==> config.mk <==
export PLATFORM = sky130hd
export DESIGN_NAME = reflet_mem_bridge
export DESIGN_NICKNAME = d
export VERILOG_FILES = /design/src/rtl/reflet_mem_bridge_pkg.sv /design/src/rtl/reflet_bridge_watchdog.sv /design/src/rtl/reflet_mem_bridge.sv
export SDC_FILE = /design/constraint.sdc
export NUM_CORES = 1
export LEC_CHECK = 0
export CORE_MARGIN = 8
export CORE_UTILIZATION = 47
export CTS_CLUSTER_SIZE = 12
export DETAILED_ROUTE_END_ITERATION = 8
export PLACE_DENSITY = 0.8
export SLEW_MARGIN = 20
export SYNTH_ARGS = -nofsm -noshare
export SYNTH_HDL_FRONTEND = slang
export SYNTH_HIERARCHICAL = 1
export SYNTH_SLANG_ARGS = --single-unit
==> constraint.sdc <==
create_clock -name clk -period 2.3 [get_ports clk]
set_clock_uncertainty 0.1 [all_clocks]
set_input_delay 0.46 -clock clk [delete_from_list [all_inputs] [get_ports clk]]
set_output_delay 0.46 -clock clk [all_outputs]
set_load 0.01 [all_outputs]
### Met1 routing, run 1

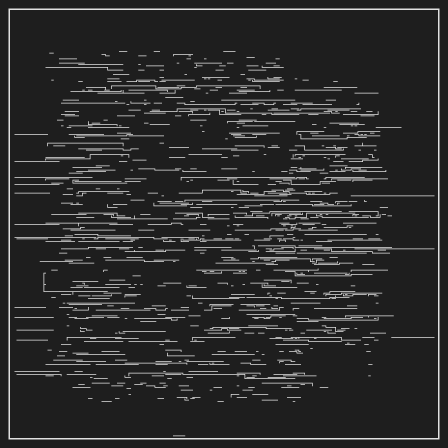
main direction: horizontal
wire length on this layer: 3470 um
longest straight run: 27.1 um
share of all routed wire: 40%
overall routed net length: 8653 um
met1 usage in global routing: 0.1992
vias after detailed routing: 2472

### Drive-strength map, run 1

Bar = 20 um.
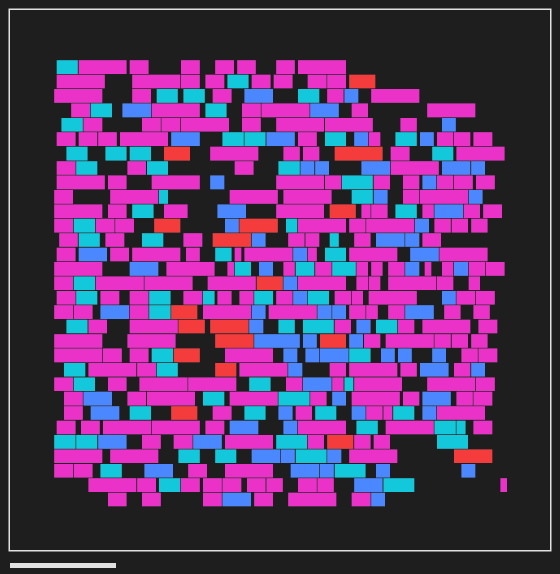
[drive 2] cyan | cells: 72 | most used: mux2_2
[drive 6 and up] red | cells: 18 | most used: clkbuf_8
[drive 3 to 4] blue | cells: 77 | most used: buf_4
[drive 1 or less] magenta | cells: 233 | most used: clkdlybuf4s50_1
layout overhead on the synthesized area: 51.71%
Worst Slack Setup Final: -0.3063 ns
final instance area: 0.005260 mm2
Plain + repair buffers: 154

### Wiring by layer, run 1

Two of the layers only.
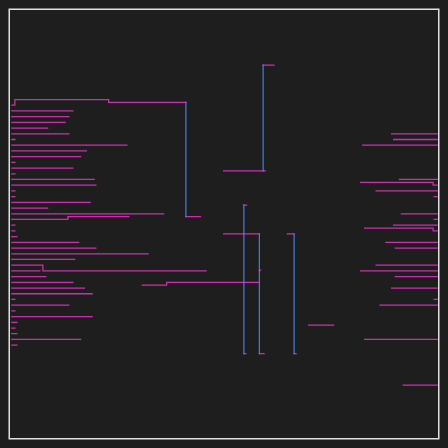
[met3] magenta | wire length: 868 um
[met4] blue | wire length: 145 um
Avg WL per Cell: 17.31 um
GRT Util Overall: 0.1747

==> datasheet_impl.txt <==
Physical implementation characteristics

Parameter                              Value

Power and ir drop
  Switching power as a share of total power .................. 0.3310
  Cell Int Power .................. between 5 and 6 mW
  Proportion of power drawn by the clock network .................. 0.117
  Flop pwr share .................. 0.308
  Combinational Power Share .................. 0.575
  Net switching power .................. approximately 2.5 mW
  Power per unit of standard cell area .................. 1431 mW/mm2
  Static leakage .................. ~2.3 nW

Die
  Area enclosed by the die boundary .................. just over 0.01 mm2
  Core Box Area .................. 0.007214 mm2
  Height of the die .................. approximately 100 um
  Site Rows .................. 31
  Horiz. Die Dim .................. approximately 100 um
  I/O Pins .................. 104
  Pre-placement core utilization .................. 0.4806

Global route
  Antenna violations before repair .................. 1
  Wire length of the first global-routing pass .................. 14030 um
  Via count of the first global-routing pass .................. about 2800
  Global route overflow .................. 0

Timing
  Final number of setup-violating endpoints .................. 1
  RSZ-0062 raised after global routing .................. yes
  Highest attainable clock frequency .................. approximately 0.38 GHz
  Final hold viol count .................. 0
  Total count of max-transition violations in the final report .................. 0
  Worst Slack Setup Final .................. -0.3063 ns
  Final min period .................. 2.606 ns

Yosys
  Post-synth area hogs .................. sky130_fd_sc_hd__dfrtp_1 51%, sky130_fd_sc_hd__mux2_2 17%, sky130_fd_sc_hd__mux2_4 12%, sky130_fd_sc_hd__xnor2_1 6.1%, sky130_fd_sc_hd__xor2_1 6.1%
  Mean cell area of the mapped netlist .................. between 10 and 15 um2
  Dominant Register Cell .................. sky130_fd_sc_hd__dfrtp_1
  Post-synthesis async set-or-reset flop share .................. 1.000
  Yosys Warn Count .................. 6
  Yosys cell count .................. approximately 240
  Synthesis-stage register bit count .................. 70
  Cell Area, Synth .................. ~0.0035 mm2
  Area share, top type .................. 0.5052
  Post-synthesis cell count .................. ~240
  Area reported by Yosys stat .................. roughly 0.0035 mm2
  Net count after synthesis .................. roughly 290
  Register share after synthesis .................. 0.5052
  Library cell occupying the most area in the post-synthesis netlist .................. sky130_fd_sc_hd__dfrtp_1
  Tally of unique sky130hd cells used after synthesis .................. 26

CTS
  Sinks on the clock net .................. around 70
  Maximum count of clock buffers along a single path .................. 2
  Clock-pin slew of the registers on the worst-case setup and hold paths .................. about 0.070 ns
  Root buffer cell .................. sky130_fd_sc_hd__clkbuf_8
  Later-pin clock latency in the skew report .................. ~0.34 ns
  CTS H-tree lvls .................. 3
  Number of buffers inserted during clock tree synthesis .................. 9
  Clock tree from TritonCTS .................. done
  Post-cts hold-fix buffer tally .................. 0

Setup path
  Buffer-and-inverter tally for the worst setup path .................. 2
  Crit path top cell by count .................. sky130_fd_sc_hd__nor3_2
  Worst path slowest cell .................. sky130_fd_sc_hd__nor4_1
  CP Capture Type .................. primary output
  Classification of the worst setup path .................. input port to primary output
  Critical path startpoint category .................. input port
  Worst reg-to-reg setup slack .................. around 0.040 ns
  Number of cells on the worst reg-to-reg path .................. 9
  Logic depth of the worst path, buffers included .................. 8
  Critical path data required time .................. between 1.5 and 2 ns
  Top fanout value on the critical path .................. 3
  Cell family with the largest share of critical-path delay .................. simple AND/OR/NAND/NOR gates

Routing
  Final antenna-violating net count .................. 0
  Routed via count divided by cell count .................. ~4.9
  DR iter-0 viols .................. 33
  Number of optimization iterations in the first detailed-route pass .................. 5
  DRC Markers .................. 0

Place
  Placed wire-length estimate .................. between 6000 and 7000 um
  Number of port buffers .................. about 100
  Routability congestion estimate from global placement .................. about 0.87
  Cell area after placement .................. a little under 0.005 mm2
  Pre-CTS setup slack .................. -0.9484 ns

Layout
  Top Layout Cells .................. 83 x sky130_fd_sc_hd__clkdlybuf4s50_1, 70 x sky130_fd_sc_hd__dfrtp_1, 52 x sky130_fd_sc_hd__mux2_2
  Final nets .................. approximately 450
  Fraction of final layout cells sized beyond drive strength 1 .................. 0.4175
  Commonest non-fill, non-tap cell in the layout .................. sky130_fd_sc_hd__clkdlybuf4s50_1

Run status
  Violations in the final reports .................. setup timing
  Status .................. finished with violations

Run
  Maximum capacitance violations .................. 0
  Stage-log warning count .................. 28
==> run 1: cell families (layout without fill, tap and decap cells) <==
group           count (synthesis)  in the layout  synth area share
other cells                     1              2          0.001082
buf+inv                         9            170           0.01804
xor+xnor                       48             48            0.1213
mux                            81             81            0.2934
flops                          70             70            0.5052
compound gates                  3              3          0.007219
simple gates                   27             27           0.05377
==> run 1: repair_timing <==
item | CTS | global route
gates resized | 29 | 9
cloned | 0 | 1
endpoints found under the setup margin | 35 | 11
pin swaps | 11 | 11
setup buffers | 1 | 8
==> run 1: power by group through the flow <==
| stage | Clock (mW) | Sequential [mW] | Combinational (mW) |
|---|---|---|---|
| floorplan | 0 | 2.60 | 1.90 |
| global placement | 0 | 2.28 | 4.14 |
| detailed placement | 0 | 2.31 | 4.20 |
| CTS | 0.911 | 2.31 | 4.25 |
| global route | 0.960 | 2.40 | 4.64 |
| finish | 0.884 | 2.32 | 4.33 |
==> run 1: per-stage QoR <==
step	hold WS, ns	power [mW]	std cells	util	setup TNS [ns]
3_5_place_dp	0.3614	6.513	478	0.6877	-20.99
4_1_cts	0.05414	7.478	494	0.7159	-0.3173
5_1_grt	0.05791	8.002	500	0.7291	-0.7856
2_1_floorplan	0.06441	4.508	239	-	0
3_3_place_gp	0.3555	6.413	478	0.6877	-19.73
6_report	0.02771	7.530	500	0.7291	-0.3063
==> run 1: area by class of cell <==
class                   instances  area, um2
flip-flops and latches         70       1752
repair buffers                154       1476
clock buffers                  11      151.4
clock inverters                 4      22.52
fillers                       511       1954
multi-input cells             160       1728
inverters                       1      3.754
well taps                      99      123.9
diodes                          1      2.502
==> run 1: routing by layer <==
layer	vias up	part of all wire	GRT usage
met1	1224	0.40	0.1992
met4	0	0.017	0.06772
met2	77	0.48	0.2857
met5	-	0	0
li1	1159	-	-
met3	12	0.10	0.07289
Power and IR drop assume default switching activity.
